### Floorplan with the power grid, run 1

Scale bar: 20 um. Pins as bars on the die edge. Tap cells in gray.
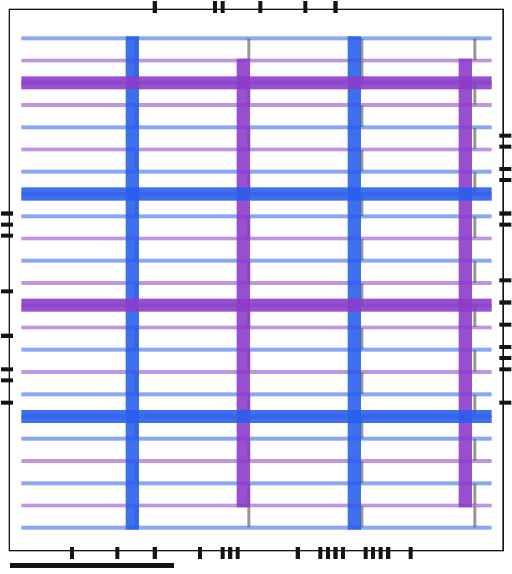
### Placement by cell class, run 1

Scale bar: 20 um.
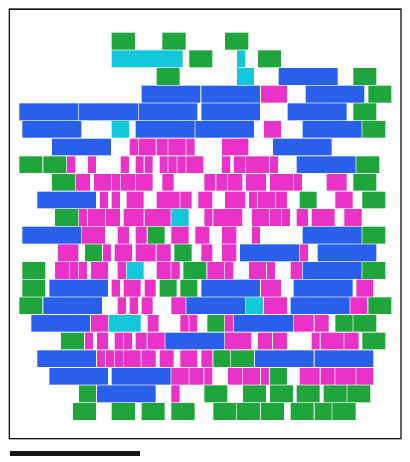
### Clock distribution, run 1

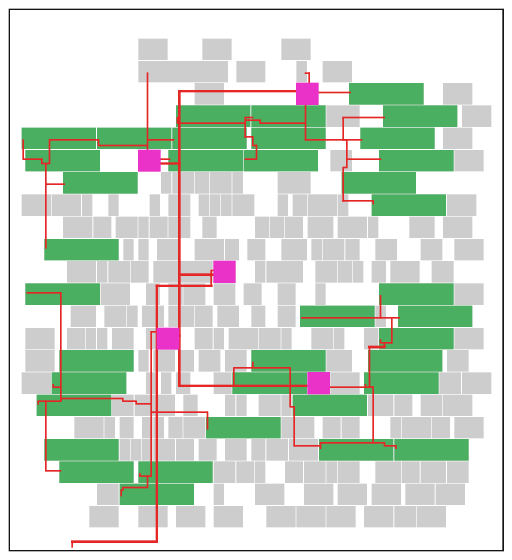
### Signal wires by layer, run 1

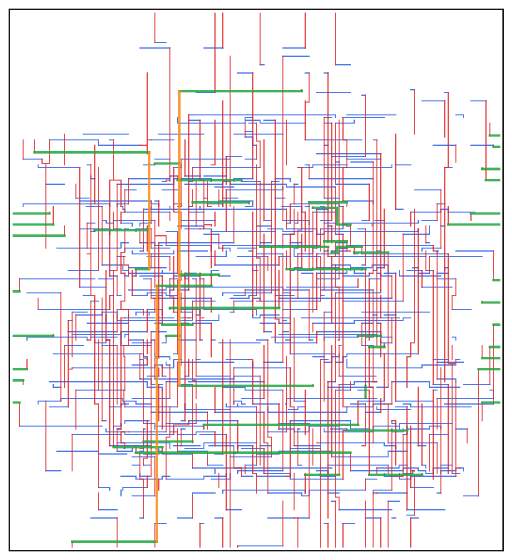
$ cat config.mk
export PLATFORM = sky130hd
export DESIGN_NAME = p_ffs_iter_flat
export DESIGN_NICKNAME = d
export VERILOG_FILES = /design/src/rtl/p_ffs_iter_if.sv /design/src/rtl/p_ffs_iter.sv /design/src/flat_wrapper.sv
export SDC_FILE = /design/constraint.sdc
export NUM_CORES = 1
export LEC_CHECK = 0
export CAP_MARGIN = 40
export CORE_ASPECT_RATIO = 1.1
export CORE_UTILIZATION = 49
export CTS_CLUSTER_SIZE = 14
export DETAILED_ROUTE_END_ITERATION = 7
export PLACE_DENSITY = 0.9
export SYNTH_ARGS = -nofsm -noshare
export SYNTH_HDL_FRONTEND = slang
export SYNTH_SLANG_ARGS = --single-unit
$ cat constraint.sdc
create_clock -name i_clk -period 3.6 [get_ports i_clk]
set_input_delay 0.54 -clock i_clk [delete_from_list [all_inputs] [get_ports i_clk]]
set_output_delay 0.54 -clock i_clk [all_outputs]
set_load 0.005 [all_outputs]
$ cat src/rtl/p_ffs_iter_if.sv
// Handshake bundle for the find-first-set iterator: vector in, one-hot/index beats out.
// Latency: none (wires only).
// Backpressure: o_rdy/i_rdy carry flow control on the input and output sides respectively.
interface p_ffs_iter_if #(
    parameter int W = 16
);
    localparam int IDX_W = $clog2(W);

    logic             i_vld;
    logic [W-1:0]     i_x;
    logic             o_rdy;
    logic             o_vld;
    logic [W-1:0]     o_onehot;
    logic [IDX_W-1:0] o_idx;
    logic             o_last;
    logic             i_rdy;
    logic             o_busy;

    // Iterator side: consumes vectors, produces beats.
    modport slave (
        input  i_vld, i_x, i_rdy,
        output o_rdy, o_vld, o_onehot, o_idx, o_last, o_busy
    );

    // Environment side: produces vectors, consumes beats.
    modport master (
        output i_vld, i_x, i_rdy,
        input  o_rdy, o_vld, o_onehot, o_idx, o_last, o_busy
    );
endinterface

$ cat src/rtl/p_ffs_iter.sv
// Drains a W-bit vector one set bit per beat, lowest bit first (one-hot + index + last).
// Latency: first beat one cycle after accept; k set bits take k beats with i_rdy held high.
// Backpressure: beat held stable while i_rdy low; new vector accepted on the last beat's handshake.
module p_ffs_iter #(
    parameter int W = 16
) (
    input  logic          i_clk,
    input  logic          i_arst_n,
    p_ffs_iter_if.slave   bus
);
    localparam int IDX_W = $clog2(W);

    typedef enum logic {
        S_IDLE = 1'b0,
        S_ITER = 1'b1
    } state_t;

    state_t           r_state;
    logic [W-1:0]     r_res;
    logic             r_vld;
    logic             r_busy;
    logic [W-1:0]     r_onehot;
    logic [IDX_W-1:0] r_idx;
    logic             r_last;

    logic [W-1:0]     w_res_nxt;
    logic [W-1:0]     w_low;
    logic [W-1:0]     w_rest;
    logic [IDX_W-1:0] w_idx;
    logic             w_nonzero;
    logic             w_rdy;

    // Accept in IDLE, or when the final beat of the current vector is taken this cycle.
    assign w_rdy = (r_state == S_IDLE) || ((r_state == S_ITER) && r_last && bus.i_rdy);

    // Next residual: load a fresh vector, strip the bit just delivered, or hold under backpressure.
    always_comb begin
        w_res_nxt = r_res;
        case (r_state)
            S_IDLE: begin
                if (bus.i_vld) begin
                    w_res_nxt = bus.i_x;
                end
            end
            S_ITER: begin
                if (bus.i_rdy) begin
                    if (r_last) begin
                        w_res_nxt = bus.i_vld ? bus.i_x : '0;
                    end else begin
                        w_res_nxt = r_res & ~r_onehot;
                    end
                end
            end
            default: w_res_nxt = '0;
        endcase
    end

    // Precompute the next beat from the next residual so every output leaves a flop.
    assign w_low     = w_res_nxt & (~w_res_nxt + W'(1));
    assign w_rest    = w_res_nxt & ~w_low;
    assign w_nonzero = (w_res_nxt != '0);

    // Encode the isolated bit; at most one bit of w_low is set so OR-ing positions is exact.
    always_comb begin
        w_idx = '0;
        for (int i = 0; i < W; i++) begin
            if (w_low[i]) begin
                w_idx = w_idx | IDX_W'(i);
            end
        end
    end

    // State machine with registered beat outputs; a zero vector leaves it in IDLE.
    always_ff @(posedge i_clk or negedge i_arst_n) begin
        if (!i_arst_n) begin
            r_state  <= S_IDLE;
            r_res    <= '0;
            r_vld    <= 1'b0;
            r_busy   <= 1'b0;
            r_onehot <= '0;
            r_idx    <= '0;
            r_last   <= 1'b0;
        end else begin
            r_res    <= w_res_nxt;
            r_state  <= w_nonzero ? S_ITER : S_IDLE;
            r_vld    <= w_nonzero;
            r_busy   <= w_nonzero;
            r_onehot <= w_low;
            r_idx    <= w_idx;
            r_last   <= w_nonzero && (w_rest == '0);
        end
    end

    assign bus.o_rdy    = w_rdy;
    assign bus.o_vld    = r_vld;
    assign bus.o_busy   = r_busy;
    assign bus.o_onehot = r_onehot;
    assign bus.o_idx    = r_idx;
    assign bus.o_last   = r_last;

    a_onehot: assert property (@(posedge i_clk) disable iff (!i_arst_n)
        r_vld |-> $onehot(r_onehot));

    a_hold: assert property (@(posedge i_clk) disable iff (!i_arst_n)
        (r_vld && !bus.i_rdy) |=> $stable(r_onehot));
endmodule

$ cat src/flat_wrapper.sv
// flat-port wrapper written by rule: the top's interface ports become plain ports
module p_ffs_iter_flat 
#(
    parameter int W = 16
)
  (i_clk, i_arst_n, bus_i_vld, bus_i_x, bus_i_rdy, bus_o_rdy, bus_o_vld, bus_o_onehot, bus_o_idx, bus_o_last, bus_o_busy);
  p_ffs_iter_if #(.W(W)) bus_i ();
  input  logic i_clk;
  input  logic i_arst_n;
  input wire logic [$bits(bus_i.i_vld)-1:0] bus_i_vld;
  input wire logic [$bits(bus_i.i_x)-1:0] bus_i_x;
  input wire logic [$bits(bus_i.i_rdy)-1:0] bus_i_rdy;
  output wire logic [$bits(bus_i.o_rdy)-1:0] bus_o_rdy;
  output wire logic [$bits(bus_i.o_vld)-1:0] bus_o_vld;
  output wire logic [$bits(bus_i.o_onehot)-1:0] bus_o_onehot;
  output wire logic [$bits(bus_i.o_idx)-1:0] bus_o_idx;
  output wire logic [$bits(bus_i.o_last)-1:0] bus_o_last;
  output wire logic [$bits(bus_i.o_busy)-1:0] bus_o_busy;
  assign bus_i.i_vld = bus_i_vld;
  assign bus_i.i_x = bus_i_x;
  assign bus_i.i_rdy = bus_i_rdy;
  assign bus_o_rdy = bus_i.o_rdy;
  assign bus_o_vld = bus_i.o_vld;
  assign bus_o_onehot = bus_i.o_onehot;
  assign bus_o_idx = bus_i.o_idx;
  assign bus_o_last = bus_i.o_last;
  assign bus_o_busy = bus_i.o_busy;
  p_ffs_iter #(.W(W)) u_core (.i_clk(i_clk), .i_arst_n(i_arst_n), .bus(bus_i));
endmodule
==> impl_report.txt, run 1 <==
==== FLOW RESULTS ====
----------------------------------------------------
[Route]
  Vias per Instance ........................ 5.780
  DRC violations left ........................ 0
  Number of optimization iterations in the first detailed-route pass ........................ 4
  Top layer reached by signal wires ........................ met4
  Post-route ant nets ........................ 0
  DRC marker count from the first detailed-route iteration ........................ 137
  Wire length on met2 ........................ 2.230 mm
  Routed metal-1 wirelength ........................ 1.863 mm

[Timing]
  Final Hold Slack ........................ 0.5804 ns
  Peak clock frequency supported by timing ........................ 323.7 MHz
  Final critical delay including setup and external delays ........................ 3.089 ns
  RSZ-0062 raised after global routing ........................ no
  Count of final max-slew check failures ........................ 0
  Worst Max-Slew Pin Slew ........................ 0.5680 ns
  Slew headroom ........................ 0.6213
  Post-Route Setup TNS ........................ 0 ns
  Fin. Hold Viols ........................ 0
  Tcrit/Tclk final ........................ 0.8581
  Post-layout worst setup margin ........................ 0.5107 ns

[Clocking]
  Post-cts repair resize count ........................ 0
  Hold buffer count at cts ........................ 0
  Post-CTS repair timing setup buffer count ........................ 0
  Root buffer selected by CTS ........................ clkbuf_4
  # H-tree levels ........................ 2
  Clock slew at the register clock pins of the worst setup and hold paths ........................ 0.11 ns
  CTS tree ........................ done
  # clock sinks ........................ 37

[Critical path]
  Slowest-stage cell, CP ........................ clkdlybuf4s50_1
  Sort of element at the start of the critical path ........................ input port
  Delay of the slowest critical-path stage ........................ 0.47 ns
  FF-to-FF Start ........................ u_core.r_state
  Crit path arrival time ........................ 3.34 ns
  Cells traversed along the worst timing path ........................ clkdlybuf4s50_1, a21bo_1, and2_1, a32oi_1, inv_1, nor4_1, nand2_1, maj3_1, nor4_2
  Startpoint of the most critical setup path ........................ bus_i_rdy
  Worst endpoint required time ........................ 3.86 ns
  Critical path destination ........................ u_core.bus.o_last
  R2R depth ........................ 8
  Worst reg2reg path endpoint ........................ u_core.bus.o_last
  Largest fanout on the critical path ........................ 11
  Top delay family on crit path ........................ simple AND/OR/NAND/NOR gates
  Register-to-register setup slack ........................ 0.67 ns
  Worst Path Class, Setup ........................ in -> reg
  Count of cell instances traversed by the critical path ........................ 9
  Buffering stage count on the worst path with inverters included ........................ 2

[Yosys]
  Total nets after synthesis ........................ 203
  Most area-hungry cell type in the Yosys netlist ........................ dfrtp_1
  Dominant register cell ........................ dfrtp_1
  Number of instances in the synthesized netlist ........................ 183
  Proportion of register bits with asynchronous set or reset after synthesis ........................ 1.000
  Post-synthesis xor/xnor area fraction ........................ 0
  Number of flops mapped to enable cells by yosys ........................ 0
  Tally of yosys warning messages ........................ 0
  Area fraction in and, or, nand and nor cells ........................ 0.2255
  Number of distinct library cells after synthesis ........................ 44
  Compound Share, Synth ........................ 0.1905
  Main area contributors ........................ dfrtp_1, o211ai_1, nand2_1
  Most frequently used cell type in the post-synthesis netlist ........................ dfrtp_1
  Netlist Area Pre-Place ........................ 0.001826 mm^2
  Yosys adder share ........................ 0.005483
  Main combinational cell family by area after synthesis ........................ simple AND/OR/NAND/NOR gates
  Leading cell types by count after synthesis ........................ dfrtp_1, nand2_1, o211ai_1
  Seq/Total Area, Yosys ........................ 0.5072
  Share of the synthesized area in the top cell type ........................ 0.5072
  Mean cell area of the mapped netlist ........................ 9.975 um^2
  Area of the synthesized netlist per yosys stat ........................ 0.001826 mm^2
  # Cells Yosys ........................ 183
  Synth flops ........................ 37

[Cells and area]
  Share of post-route cells with drive strength above 1 ........................ 0.1068
  Multi-input combinational cell count ........................ 125
  Area growth from synthesis to layout ........................ 31.73%
  Most frequent cells in the layout ........................ clkdlybuf4s50_1, dfrtp_1, o211ai_1, nand2_1, nor2_1
  Layout buffer count excluding clock buffers ........................ 55
  Cell kind with the greatest summed area ........................ sequential cells
  Inverters excl. clock ........................ 9
  Count of inserted antenna diode cells ........................ 0
  Number of fill cells in the layout ........................ 258
  Number of flip-flops and latches ........................ 37
  NonClk Buf Share ........................ 0.2164
  Clock-cell share of area ........................ 0.03538
  Storage cell area ........................ 925.9 um^2
  Leading cell type in the layout, fill and taps excluded ........................ clkdlybuf4s50_1
  Net count reported at finish ........................ 253
  Most flop-heavy register ........................ u_core.r_res
  Proportion of cell area occupied by multi-input gates ........................ 0.3241
  Comb. cell area ........................ 779.5 um^2

[Pwr]
  Internal power summed over all cells ........................ 1330 uW
  Combinational power share ........................ 0.571
  Power in combinational cells ........................ 1250 uW
  LEAKAGE ........................ 0.001102 uW
  Fraction of power spent switching nets ........................ 0.3928
  Cell Pwr Density ........................ 910.5 mW/mm^2
  Part of the total power dissipated in sequential elements ........................ 0.293
  Total power ........................ 2190 uW
  Net switching power ........................ 860.1 uW
  Group drawing the most power ........................ combinational logic
  Sequential power ........................ 642 uW

[Worst hold path]
  Hold path endpoint ........................ u_core.r_res[1]
  Cell depth of the worst hold path ........................ 1
  Source of the worst hold timing path ........................ u_core.r_res[1]

[Global routing]
  Remaining global-route overflow ........................ 0
  Global-route track usage on met2 ........................ 0.3929
  Antenna violations before repair ........................ 0
  Met1 track demand over resource ........................ 0.3198
  Pin count of the biggest net entering global routing ........................ 38
  Busiest metal layer after global routing ........................ met2
  Via count of the first global-routing pass ........................ 1587
  Wire length of the first global-routing pass ........................ 7.265 mm
  Met3 track demand over resource ........................ 0.05479

[Die]
  Ports ........................ 44
  Total die area ........................ 0.003974 mm^2
  Number of tap cells added at floorplan ........................ 48
  Fraction of the core area occupied by cells at floorplan ........................ 0.5305

[Status]
  Run status ........................ finished, final reports clean

[Place]
  Post-Place Cells ........................ 274
  Pre-CTS setup slack ........................ 0.1721 ns
  Sum of net half-perimeters after detailed placement ........................ 3.389 mm
  Cell area after placement ........................ 0.002320 mm^2
  Number of port buffers ........................ 43
  Placer congestion estimate ........................ 0.9506

[Run]
  Number of logged tool warnings ........................ 26
  Number of max-capacitance violations reported ........................ 0

----------------------------------------------------
Back to the opening pictures, 'Floorplan with the power grid':
VSS -> blue
VDD -> purple
tap cells = 48
met4 straps = 4
overall die height: 66.02 um
core box area: 0.003441 mm^2
maximum ir drop on the vdd rail: 523.7 uV
die x size: 60.20 um

Back to the opening pictures, 'Placement by cell class':
registers -> blue  # cells 37, share of their area 39%
clock drivers and dummy loads -> cyan  # cells 8, share of their area 3.6%
remaining buffers and delay cells -> green  # cells 55, share of their area 22%
remaining logic cells -> magenta  # cells 134, share of their area 35%
flip-flop and latch share of the layout cell area: 0.3850
post-route cell area: 0.002405 mm^2
Cell Rows: 22
final core utilization: 0.6989

Back to the opening pictures, 'Clock distribution':
flip-flops -> green  # count 37
clock wires -> red  # length 406 um
clock-net drivers -> magenta  # count 5
routed clock nets = 6
Clock Power Share: 0.136
Insertion Delay late pin: 0.34 ns
final worst clock skew: 0.01662 ns
clock network power: 297 uW

Back to the opening pictures, 'Signal wires by layer':
M4 -> orange  # wire length 81.6 um
M2 -> red  # wire length 2230 um
M3 -> green  # wire length 284 um
M1 -> blue  # wire length 1860 um
Routed Wire Length: 4.459 mm
total global-route track usage: 0.2515
via count: 1630
routed length per instance: 15.81 um

### Congestion heat map, run 1

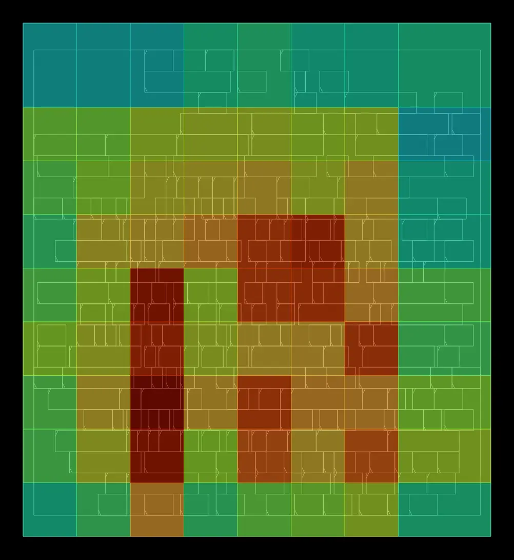

## Run 2: what changed since run 1
Settings changed: CORE_UTILIZATION 49 to 43, PLACE_DENSITY 0.9 to 0.82.
### Congestion heat map, run 2

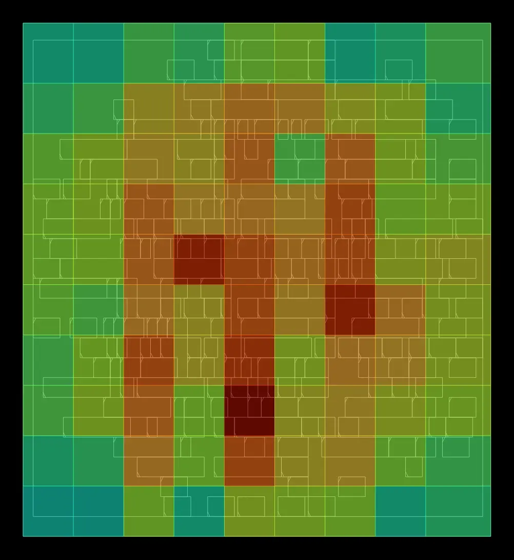
met3 track demand over resource: 0.04739
global-route track usage on met2: 0.3652
total global-route track usage: 0.2214
met1 track demand over resource: 0.2884

### Signal wires by layer, run 2

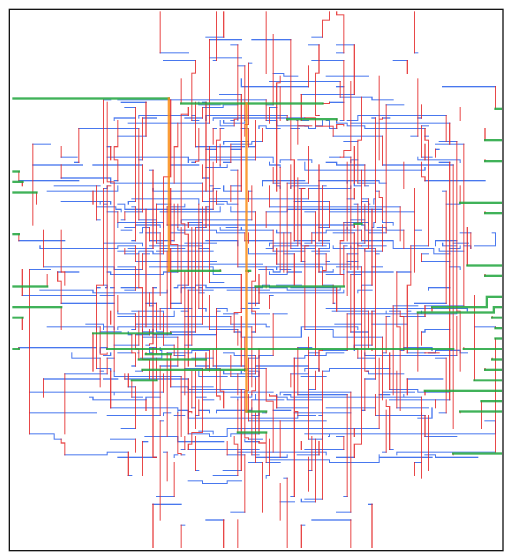
M4 -> orange  # wire length 62.6 um
M2 -> red  # wire length 2170 um
M3 -> green  # wire length 251 um
M1 -> blue  # wire length 2040 um
Routed Wire Length: 4.521 mm
routed length per instance: 15.81 um

### Floorplan with the power grid, run 2

Scale bar: 20 um. Pins as bars on the die edge. Tap cells in gray.
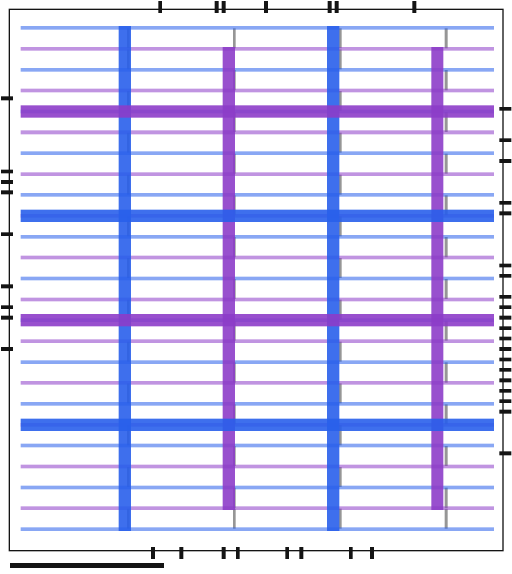
VSS -> blue
VDD -> purple
met1 rails = 25
met4 straps = 4
tap cells = 52
overall die height: 70.34 um
core box area: 0.004024 mm^2
die x size: 64.13 um
maximum ir drop on the vdd rail: 411.0 uV

==> impl_report.txt, run 2 <==
==== FLOW RESULTS ====
----------------------------------------------------
[Critical path]
  Top delay family on crit path ........................ simple AND/OR/NAND/NOR gates
  Register-to-register setup slack ........................ 0.67 ns (about the same)
  Sort of element at the start of the critical path ........................ input port
  Worst reg2reg path endpoint ........................ u_core.bus.o_idx[0]
  Crit path arrival time ........................ 3.34 ns (about the same)
  Largest fanout on the critical path ........................ 11 (unchanged)
  Worst endpoint required time ........................ 3.76 ns (-0.10 ns)
  FF-to-FF Start ........................ u_core.bus.o_last
  R2R depth ........................ 7 (-1)
  Buffering stage count on the worst path with inverters included ........................ 1 (-1)
  Critical path destination ........................ u_core.bus.o_idx[0]
  Startpoint of the most critical setup path ........................ bus_i_rdy

[Timing]
  Slew headroom ........................ 0.5835 (-0.03787)
  Count of final max-slew check failures ........................ 0 (unchanged)
  Final worst clock skew ........................ 0.008844 ns (-0.007774 ns)
  Final critical delay including setup and external delays ........................ 3.178 ns (+0.08843 ns)
  Post-layout worst setup margin ........................ 0.4223 ns (-0.08843 ns)
  Tcrit/Tclk final ........................ 0.8827 (+0.02456)
  Fin. Hold Viols ........................ 0 (unchanged)

[Cells and area]
  Net count reported at finish ........................ 253 (unchanged)
  Most flop-heavy register ........................ u_core.r_res
  Count of inserted antenna diode cells ........................ 0 (unchanged)
  Most frequent cells in the layout ........................ clkdlybuf4s50_1, dfrtp_1, o211ai_1, nand2_1, nor2_1
  Clock-cell share of area ........................ 0.04177 (+0.006394)
  Final core utilization ........................ 0.6029 (-0.09599)
  Comb. cell area ........................ 779.5 um^2 (unchanged)
  Cell kind with the greatest summed area ........................ sequential cells
  Number of flip-flops and latches ........................ 37 (unchanged)
  Share of post-route cells with drive strength above 1 ........................ 0.1111 (+0.004274)
  Area growth from synthesis to layout ........................ 32.90%
  Layout buffer count excluding clock buffers ........................ 55 (unchanged)
  Multi-input combinational cell count ........................ 125 (unchanged)

[Run]
  Number of max-capacitance violations reported ........................ 0 (unchanged)

[Status]
  Run status ........................ finished, final reports clean

[Die]
  Ports ........................ 44 (unchanged)
  Number of tap cells added at floorplan ........................ 52 (+8.3%)
  Fraction of the core area occupied by cells at floorplan ........................ 0.4537 (-0.07688)
  Cell Rows ........................ 24 (+9.1%)

[Pwr]
  LEAKAGE ........................ 0.001110 uW (+0.73%)
  Power in combinational cells ........................ 1250 uW (about the same)
  Clock Power Share ........................ 0.144 (+0.008)
  Clock network power ........................ 317 uW (+6.7%)
  Net switching power ........................ 866.8 uW (+0.79%)
  Sequential power ........................ 642 uW (about the same)
  Total power ........................ 2212 uW (+1.0%)
  Combinational power share ........................ 0.566 (-0.005)
  Part of the total power dissipated in sequential elements ........................ 0.290 (-0.003)

[Global routing]
  Antenna violations before repair ........................ 0 (unchanged)
  Busiest metal layer after global routing ........................ met2
  Via count of the first global-routing pass ........................ 1559 (-1.8%)

[Route]
  Via count ........................ 1613 (-1.0%)
  Vias per Instance ........................ 5.640 (-2.4%)
  Wire length on met2 ........................ 2.172 mm (-2.6%)
  Routed metal-1 wirelength ........................ 2.035 mm (+9.2%)
  Top layer reached by signal wires ........................ met4

[Yosys]
  Tally of yosys warning messages ........................ 0 (unchanged)
  Area fraction in and, or, nand and nor cells ........................ 0.2255 (unchanged)
  Area of the synthesized netlist per yosys stat ........................ 0.001826 mm^2 (unchanged)
  Netlist Area Pre-Place ........................ 0.001826 mm^2 (unchanged)
  Most frequently used cell type in the post-synthesis netlist ........................ dfrtp_1
  Number of distinct library cells after synthesis ........................ 44 (unchanged)
  Number of instances in the synthesized netlist ........................ 183 (unchanged)
  Main area contributors ........................ dfrtp_1, o211ai_1, nand2_1
  Number of flops mapped to enable cells by yosys ........................ 0 (unchanged)
  # Cells Yosys ........................ 183 (unchanged)
  Total nets after synthesis ........................ 203 (unchanged)
  Most area-hungry cell type in the Yosys netlist ........................ dfrtp_1
  Leading cell types by count after synthesis ........................ dfrtp_1, nand2_1, o211ai_1
  Seq/Total Area, Yosys ........................ 0.5072 (unchanged)

[Clocking]
  Clock slew at the register clock pins of the worst setup and hold paths ........................ 0.07 ns (-0.04 ns)
  Post-CTS repair timing setup buffer count ........................ 0 (unchanged)
  Hold buffer count at cts ........................ 0 (unchanged)

[Place]
  Placer congestion estimate ........................ 0.8779 (-7.6%)

[Worst hold path]
  Source of the worst hold timing path ........................ u_core.r_res[1]
  Hold path endpoint ........................ u_core.r_res[1]

----------------------------------------------------
Power and IR drop assume default switching activity.
